--- src/rtl/txpu.sv ---
// USB device transmit packet unit: serialises SYNC/PID/payload/CRC16/EOP
// or SYNC/NAK/EOP packets onto a valid/ready byte stream for the encoder.
module txpu #(
   parameter int         MAX_PAYLOAD = 8,
   parameter logic [7:0] SYNC_BYTE   = 8'h80
) (
   input  logic       clk,
   input  logic       rst,
   input  logic       send_data,
   input  logic       send_nak,
   input  logic       ack_rcvd,
   input  logic [7:0] data_fifo_rdata,
   input  logic       data_fifo_empty,
   output logic       data_fifo_read,
   output logic [7:0] tx_byte,
   output logic       tx_valid,
   output logic       tx_eop,
   input  logic       tx_ready,
   output logic       is_tx_active
);

   localparam int            CW      = $clog2(MAX_PAYLOAD + 1);
   localparam logic [CW-1:0] MAX_CNT = CW'(MAX_PAYLOAD);
   localparam logic [7:0]    PID_NAK = 8'h5A;
   localparam logic [7:0]    PID_D0  = 8'hC3;
   localparam logic [7:0]    PID_D1  = 8'h4B;

   typedef enum logic [2:0] {
      S_IDLE, S_SYNC, S_PID, S_PAYLOAD, S_CRC_LO, S_CRC_HI, S_EOP
   } state_t;

   state_t          r_state;
   logic            r_is_nak;
   logic            r_toggle;
   logic [7:0]      r_pid;
   logic [15:0]     r_crc;
   logic [CW-1:0]   r_cnt;

   logic            w_xfer;
   logic            w_pay_done;
   logic [15:0]     w_crc_tx;

   // Reflected USB CRC16 (poly 8005 -> A001), one byte folded LSb first.
   function automatic logic [15:0] crc16_fold(input logic [15:0] crc, input logic [7:0] data);
      logic [15:0] c;
      c = crc;
      for (int i = 0; i < 8; i++) begin
         if (c[0] ^ data[i]) begin
            c = (c >> 1) ^ 16'hA001;
         end else begin
            c = c >> 1;
         end
      end
      return c;
   endfunction

   assign w_pay_done   = data_fifo_empty | (r_cnt == MAX_CNT);
   assign w_crc_tx     = ~r_crc;
   assign w_xfer       = tx_valid & tx_ready;
   assign is_tx_active = (r_state != S_IDLE);

   // Outputs are decoded from state only; tx_ready never feeds tx_valid.
   always_comb begin
      tx_byte        = 8'h00;
      tx_valid       = 1'b0;
      tx_eop         = 1'b0;
      data_fifo_read = 1'b0;
      case (r_state)
         S_SYNC: begin
            tx_byte  = SYNC_BYTE;
            tx_valid = 1'b1;
         end
         S_PID: begin
            tx_byte  = r_pid;
            tx_valid = 1'b1;
         end
         S_PAYLOAD: begin
            if (!w_pay_done) begin
               tx_byte        = data_fifo_rdata;
               tx_valid       = 1'b1;
               data_fifo_read = tx_ready;
            end else begin
               tx_byte  = 8'h00;
               tx_valid = 1'b0;
            end
         end
         S_CRC_LO: begin
            tx_byte  = w_crc_tx[7:0];
            tx_valid = 1'b1;
         end
         S_CRC_HI: begin
            tx_byte  = w_crc_tx[15:8];
            tx_valid = 1'b1;
         end
         S_EOP: begin
            tx_eop = 1'b1;
         end
         default: begin
            tx_byte = 8'h00;
         end
      endcase
   end

   // Packet sequencer, data toggle, payload counter and running CRC.
   always_ff @(posedge clk or posedge rst) begin
      if (rst) begin
         r_state  <= S_IDLE;
         r_is_nak <= 1'b0;
         r_toggle <= 1'b0;
         r_pid    <= 8'h00;
         r_crc    <= 16'hFFFF;
         r_cnt    <= '0;
      end else begin
         if (ack_rcvd) begin
            r_toggle <= ~r_toggle;
         end
         case (r_state)
            S_IDLE: begin
               if (send_nak) begin
                  r_is_nak <= 1'b1;
                  r_state  <= S_SYNC;
               end else if (send_data) begin
                  r_is_nak <= 1'b0;
                  r_state  <= S_SYNC;
               end
            end
            S_SYNC: begin
               // PID latched here so a later ACK only affects the next packet.
               if (w_xfer) begin
                  r_pid   <= r_is_nak ? PID_NAK : (r_toggle ? PID_D1 : PID_D0);
                  r_state <= S_PID;
               end
            end
            S_PID: begin
               if (w_xfer) begin
                  if (r_is_nak) begin
                     r_state <= S_EOP;
                  end else begin
                     r_crc   <= 16'hFFFF;
                     r_cnt   <= '0;
                     r_state <= S_PAYLOAD;
                  end
               end
            end
            S_PAYLOAD: begin
               if (w_pay_done) begin
                  r_state <= S_CRC_LO;
               end else if (w_xfer) begin
                  r_cnt <= r_cnt + CW'(1);
                  r_crc <= crc16_fold(r_crc, data_fifo_rdata);
               end
            end
            S_CRC_LO: begin
               if (w_xfer) begin
                  r_state <= S_CRC_HI;
               end
            end
            S_CRC_HI: begin
               if (w_xfer) begin
                  r_state <= S_EOP;
               end
            end
            S_EOP: begin
               if (tx_ready) begin
                  r_state <= S_IDLE;
               end
            end
            default: begin
               r_state <= S_IDLE;
            end
         endcase
      end
   end

endmodule
--- config.mk ---
export PLATFORM = sky130hd
export DESIGN_NAME = txpu
export DESIGN_NICKNAME = d
export VERILOG_FILES = /design/src/rtl/txpu.sv
export SDC_FILE = /design/constraint.sdc
export NUM_CORES = 1
export LEC_CHECK = 0
export ABC_AREA = 1
export CAP_MARGIN = 25
export CORE_MARGIN = 2
export CORE_UTILIZATION = 49
export DETAILED_ROUTE_END_ITERATION = 8
export PLACE_DENSITY = 0.84
export SYNTH_ARGS = -nofsm -noshare
export SYNTH_HDL_FRONTEND = slang
export SYNTH_SLANG_ARGS = --single-unit
--- constraint.sdc ---
create_clock -name clk -period 1.9 [get_ports clk]
set_input_delay 0.57 -clock clk [delete_from_list [all_inputs] [get_ports clk]]
set_output_delay 0.57 -clock clk [all_outputs]
set_load 0.05 [all_outputs]
==> results_dict.tcl, run 1 <==
# implementation run metrics
set metrics [dict create \
    worstSetupPathType "reg2out" \
    grt-ovfl-total 0 \
    p_comb_uw 4570 \
    grt_pass1_wl_mm 10.96 \
    arrival_ns 1.89 \
    synthCells 233 \
    setup_viol 36 \
    syn_nets 250 \
    post_cts_buffers 15 \
    taps 48 \
    drive_above_1_share_pct 65.49 \
    reg_top3 "r_crc (16), r_pid (5), r_cnt (4)" \
    sh_comb_area_pct 39.96 \
    rsz0062_at_grt "yes" \
    slew-limit-headroom_pct 56.14 \
    top_logic_kind "simple AND/OR/NAND/NOR gates" \
    drt_iter0_drc 370 \
    status "complete, but fails checks" \
    rr_worst_depth 19 \
    ys_sh_aoi_pct 18.04 \
    cts-hold-fix-buffers 0 \
    clkPwrFrac_pct 9.1 \
    powerClk_uw 592 \
    crit_buf_inv 3 \
    critPathTopFamily "buffers and inverters" \
    end_kind "output pin" \
    p_per_area_nw_per_um2 1812 \
    ys_area_um2 1907 \
    fmax_mhz 405.9 \
    ys_seq_share_pct 40.42 \
    inverters 46 \
    edf_count 0 \
    logic_gates 155 \
    antenna_found_initial 0 \
    rrSetupSlack_ns -0.31 \
    setup_ws_ns -0.5639 \
    finalMaxSlewViolations 0 \
    initCoreUtil_pct 51.70 \
    fin_nets 355 \
    combGateArea_um2 1431 \
    buffer_area_share_pct 28.71 \
    violations "negative setup slack" \
    hold_slack_ns 0.5306 \
    die_h_um 66.38 \
    max_stage_delay_ns 0.42 \
    busiest_layer "met2" \
    synthToLayoutAreaGrowth_pct 87.86 \
    maxUsedRoutingLayer "met4" \
    cp_slowest_cell "dfrtp_1" \
]
[run 1: cell usage in the layout, fill, tap and decap left out, types with 6 or more instances in the layout]
cell type         n
inv_2            12
nand2_1          31
clkdlybuf4s50_1   8
clkbuf_8          6
nand2_4          15
buf_6            15
o21ai_0           8
dfstp_2          16
dfrtp_1          11
nand3_2          11
inv_1            28
buf_12           12
buf_4            57
nand2_2          15
[run 1: stage by stage]
step | instances | TNS (ns) | cell area, um^2 | util [%]
after floorplan | 233 | -1.369 | 1964 | -
after global placement | 347 | -10.91 | 2710 | 73.47
after detailed placement | 347 | -12.45 | 2710 | 73.47
after CTS | 370 | -3.903 | 3141 | 85.14
after global routing | 387 | -12.00 | 3582 | 97.12
final | 387 | -9.285 | 3582 | 97.12
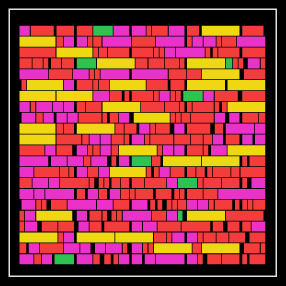
**Above:** run 1 (cell classes on the final placement).
Scale: 4 px per um.
[green] clock drivers and dummy loads | cells: 8
[yellow] flops | cells: 30
[magenta] other buffers and delay cells | cells: 100
[red] combinational and other logic | cells: 201

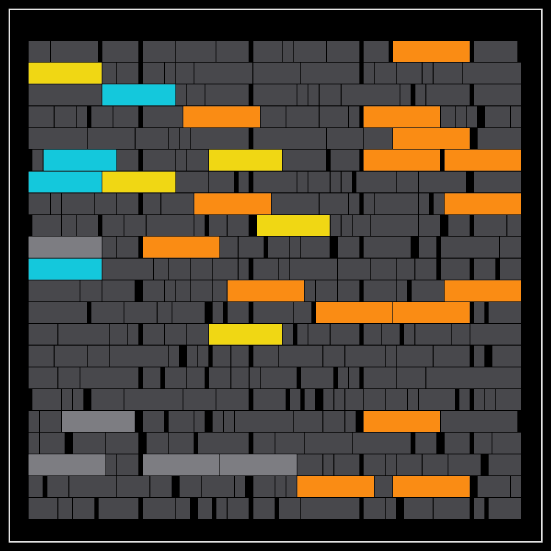
**Above:** run 1 (register map, names as in the netlist).
Scale: 8 px per um. Other sequential cells in the stronger gray, the rest of the logic in the fainter gray.
[yellow] r_pid | placed flops: 5
[orange] r_crc | placed flops: 16
[cyan] r_cnt | placed flops: 4
register area: 774.5 um^2
flop share of the area: 21.62%
post-layout util: 97.12%
power of the sequential group: 1330 uW

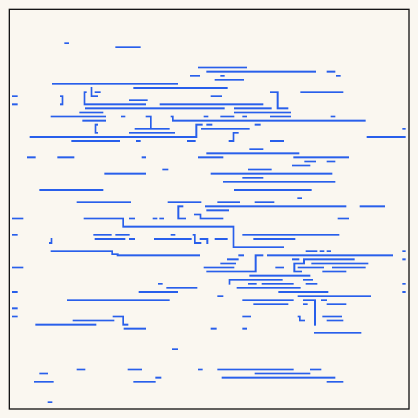
**Above:** run 1 (signal wires on met3).
Scale: 6 px per um.
main direction: horizontal
nets with wire on the layer: 103
longest straight run: 32.0 um
share of all routed wire: 8.9%
final WL: 9.916 mm
met3 Use GR: 8.007%

==> run 1 -> run 2 <==
PLACE_DENSITY = 0.76   (was 0.84)
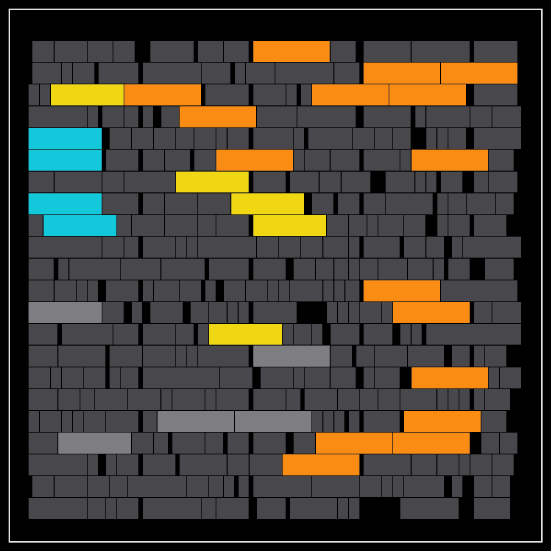
**Above:** run 2 (register map, names as in the netlist).
Scale: 8 px per um. Other sequential cells in the stronger gray, the rest of the logic in the fainter gray.
[orange] r_crc | placed flops: 16
[cyan] r_cnt | placed flops: 4
[yellow] r_pid | placed flops: 5
power of the sequential group: 1350 uW
flop share of the area: 22.19%
post-layout util: 94.64%

==> results_dict.tcl, run 2 <==
# implementation run metrics
set metrics [dict create \
    status "complete, but fails checks" \
    violations "negative setup slack" \
    hold_violations 0 \
    antenna_found_initial 0 \
    cts_tree "done" \
    dp_cells 352 \
    fin_tns_setup_ns -9.425 \
    inverters 46 \
    grt_pass1_wl_mm 10.12 \
    logic_gates 155 \
    fmax_mhz 405.7 \
    cp_slowest_cell "dfrtp_2" \
    syn_area_um2 1907 \
    p_per_area_nw_per_um2 1784 \
    regArea_um2 774.5 \
    syn_nets 250 \
    setup_viol 35 \
    crit_start "r_state[0]" \
    path_max_fanout 4 \
    postPlaceCellArea_um2 2748 \
    synth_cell_types 34 \
    post-place-ws_ns -0.5976 \
    arrival_ns 1.89 \
    rsz0062_at_grt "yes" \
    lay_top_cells "buf_4 (53), nand2_1 (32), inv_1 (28)" \
    maxUsedRoutingLayer "met4" \
    critPathTopFamily "buffers and inverters" \
    avgSynthCellArea_um2 8.184 \
    met3_usage_pct 6.133 \
    port_buffers 26 \
    synth_area_leader_cell "dfstp_2" \
    buffers_excl_clock 99 \
    drive_above_1_share_pct 62.72 \
    finalInstanceArea_um2 3491 \
    mostFrequentLayoutCell "buf_4" \
    slew-limit-headroom_pct 62.96 \
    worstSetupPathType "reg2out" \
    cts-hold-fix-buffers 0 \
    fp.dieW_um 66.38 \
    sh_comb_area_pct 38.60 \
    initCoreUtil_pct 51.70 \
    vias_per_cell 6.091 \
    cts_sinks 30 \
    clockNetworkAreaShare_pct 2.581 \
    end_kind "output pin" \
    synthToLayoutAreaGrowth_pct 83.07 \
    worstPathRequired_ns 1.33 \
    vias 2351 \
    rrSetupSlack_ns -0.34 \
    reg_top3 "r_crc (16), r_pid (5), r_cnt (4)" \
    synthCells 233 \
    max_stage_delay_ns 0.49 \
    tightest_slew_ns 0.5547 \
    drt_iter0_drc 333 \
    ys_area_um2 1907 \
    finalClockPeriodUsage_pct 129.7 \
    finalMaxSlewViolations 0 \
    rr_worst_depth 19 \
    largest_reg_flops 16 \
    edf_count 0 \
    hold_slack_ns 0.5132 \
    buffer_area_share_pct 29.28 \
    wirelength_mm 8.865 \
    crit_buf_inv 4 \
    die_h_um 66.38 \
    busiest_layer "met2" \
    combGateArea_um2 1348 \
    setup_ws_ns -0.5650 \
    ys_seq_share_pct 40.42 \
    grt-ovfl-total 0 \
    cts_root_buffer "clkbuf_8" \
    fin_nets 354 \
    cp.depth 8 \
    flop_cell "dfstp_2" \
    place.detailed.hpwl_mm 3.789 \
]
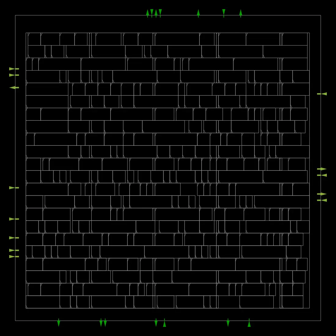
**Above:** run 2 (cell outlines without signal wires).
flip-flops: 30
core box area: 3689 um^2
# Taps: 48
Non-Filler Instances: 386

[run 2: cell types whose count changed in the layout (fill, tap and decap cells not counted), sizes merged]
cell	before	now
clkdlybuf4s15	1	2
clkdlybuf4s50	8	9
dlygate4sd2	5	3
clkinv	1	0
[run 2: report_power, final]
part | internal (uW) | switching, uW
clock | 295 | 261
sequential | 980 | 374
combinational | 1990 | 2330
[run 2: timing repair]
action                     CTS  global route
setup endpoints to repair   19            39
buffers inserted            18            12
pin swaps                   15            14
resized                     67            62
[run 2: kinds of logic (layout without fill, tap and decap cells)]
group | Yosys count | in the layout | share of synthesized area [%]
simple gates | 95 | 95 | 24.41
buf+inv | 48 | 153 | 9.908
compound gates | 46 | 46 | 18.04
flops | 30 | 30 | 40.42
xor+xnor | 12 | 12 | 5.906
fa+ha+maj | 2 | 2 | 1.312
==> run 2 -> run 3 <==
CORE_ASPECT_RATIO = 0.75   (was unset)
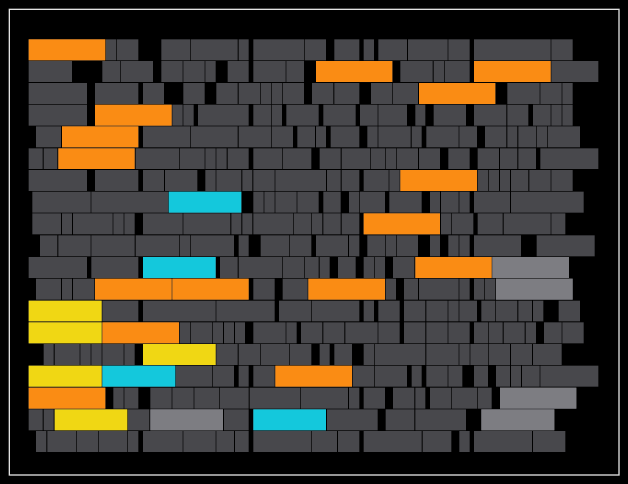
**Above:** run 3 (register map, names as in the netlist).
Scale: 8 px per um. Other sequential cells in the stronger gray, the rest of the logic in the fainter gray.
[yellow] r_pid | placed flops: 5 | where: bottom left
[cyan] r_cnt | placed flops: 4
[orange] r_crc | placed flops: 16 | where: spread over the die
not colored: 5

==> results_dict.tcl, run 3 <==
# implementation run metrics
set metrics [dict create \
    p_switching_uw 2744 \
    violations "negative setup slack" \
    setup_viol 29 \
    regArea_um2 774.5 \
    cts_root_buffer "clkbuf_8" \
    simple_gate_share_pct 24.41 \
    ys_sh_aoi_pct 18.04 \
    initCoreUtil_pct 51.75 \
    antenna_found_initial 0 \
    syn_area_um2 1907 \
    crit_start "r_cnt[0]" \
    place.detailed.hpwl_mm 3.977 \
    synthXorXnorAreaFrac_pct 5.906 \
    largest_reg_flops 16 \
    finalNonFillerCells 383 \
    status "complete, but fails checks" \
    p_comb_uw 3840 \
    fin_nets 347 \
    p_sw_share_pct 47.99 \
    clkPwrFrac_pct 9.8 \
    critPathTopFamily "buffers and inverters" \
    cp_slowest_cell "dfrtp_1" \
    fin_tns_setup_ns -5.516 \
    arrival_ns 1.86 \
    cp.depth 9 \
    p_per_area_nw_per_um2 1704 \
    met3_usage_pct 5.607 \
    crit_buf_inv 4 \
    worstPathRequired_ns 1.33 \
    core-area_um2 3685 \
    grt_pass1_wl_mm 9.922 \
    powerSeq_uw 1320 \
    p_comb_share_pct 67.1 \
    rsz0062_at_grt "yes" \
    powerClk_uw 563 \
    cts_sinks 30 \
    synthToLayoutAreaGrowth_pct 76.05 \
    worstSetupPathType "reg2out" \
    post-place-ws_ns -0.5660 \
    edf_count 0 \
    ys_area_um2 1907 \
    dp_cells 356 \
    rrSetupSlack_ns -0.27 \
    vias_per_cell 5.969 \
    power.internal_uw 2975 \
    rr_worst_depth 14 \
    setup_ws_ns -0.5264 \
    top_power_group "combinational cells" \
    grt-ovfl-total 0 \
    syn_nets 250 \
    fin_util_pct 91.10 \
    avgSynthCellArea_um2 8.184 \
    fp.dieW_um 76.03 \
    port_buffers 26 \
    fmax_mhz 412.1 \
    tightest_slew_ns 0.6431 \
    synthCells 233 \
    top_logic_kind "simple AND/OR/NAND/NOR gates" \
    finalInstanceArea_um2 3357 \
    drt_iter0_drc 255 \
    reg_top3 "r_crc (16), r_pid (5), r_cnt (4)" \
    synth_area_leader_cell "dfstp_2" \
    hold_slack_ns 0.5074 \
    postPlaceCellArea_um2 2753 \
    synth_cell_types 34 \
    hold_violations 0 \
    yosys.area_share.adder_pct 1.312 \
    mostFrequentLayoutCell "buf_4" \
]
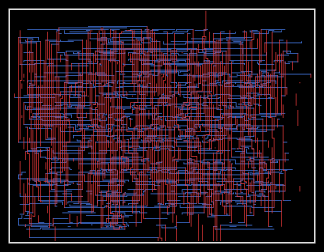
**Above:** run 3 (signal wires by layer).
Scale: 4 px per um. Two of the layers only.
[blue] metal 1 | wire length: 3050 um
[red] metal 2 | wire length: 3880 um
Total GRT Usage: 29.73%
DR WL/cell: 21.25 um
final WL: 8.140 mm
via count: 2286

## run 3: cell counts after synthesis
Identical to the previous run, type by type.
## run 3: repair_timing
action | CTS | global route
resized | 56 | 47
hold buffers | 0 | 0
cloned | 0 | 0
pin swaps | 15 | 13
setup endpoints to repair | 16 | 35
buffers inserted | 10 | 9
## run 3: final cells by class
type	instances	area share, %
clock buffer	6	2.460
timing repair buffer	92	26.80
sequential	30	23.07
inverter	46	5.479
multi-input combinational	155	39.88
clock inverter	2	0.3727
tap	52	1.938
## run 3: logic make-up (layout without fill, tap and decap cells)
kind of cell,count (synthesis),count (layout)
adder cells (fa/ha/maj),2,2
flip-flops,30,30
AND/OR/NAND/NOR,95,95
buffers and inverters,48,146
AND-OR/OR-AND,46,46
XOR/XNOR,12,12
Power is estimated from default activity; no workload was simulated.
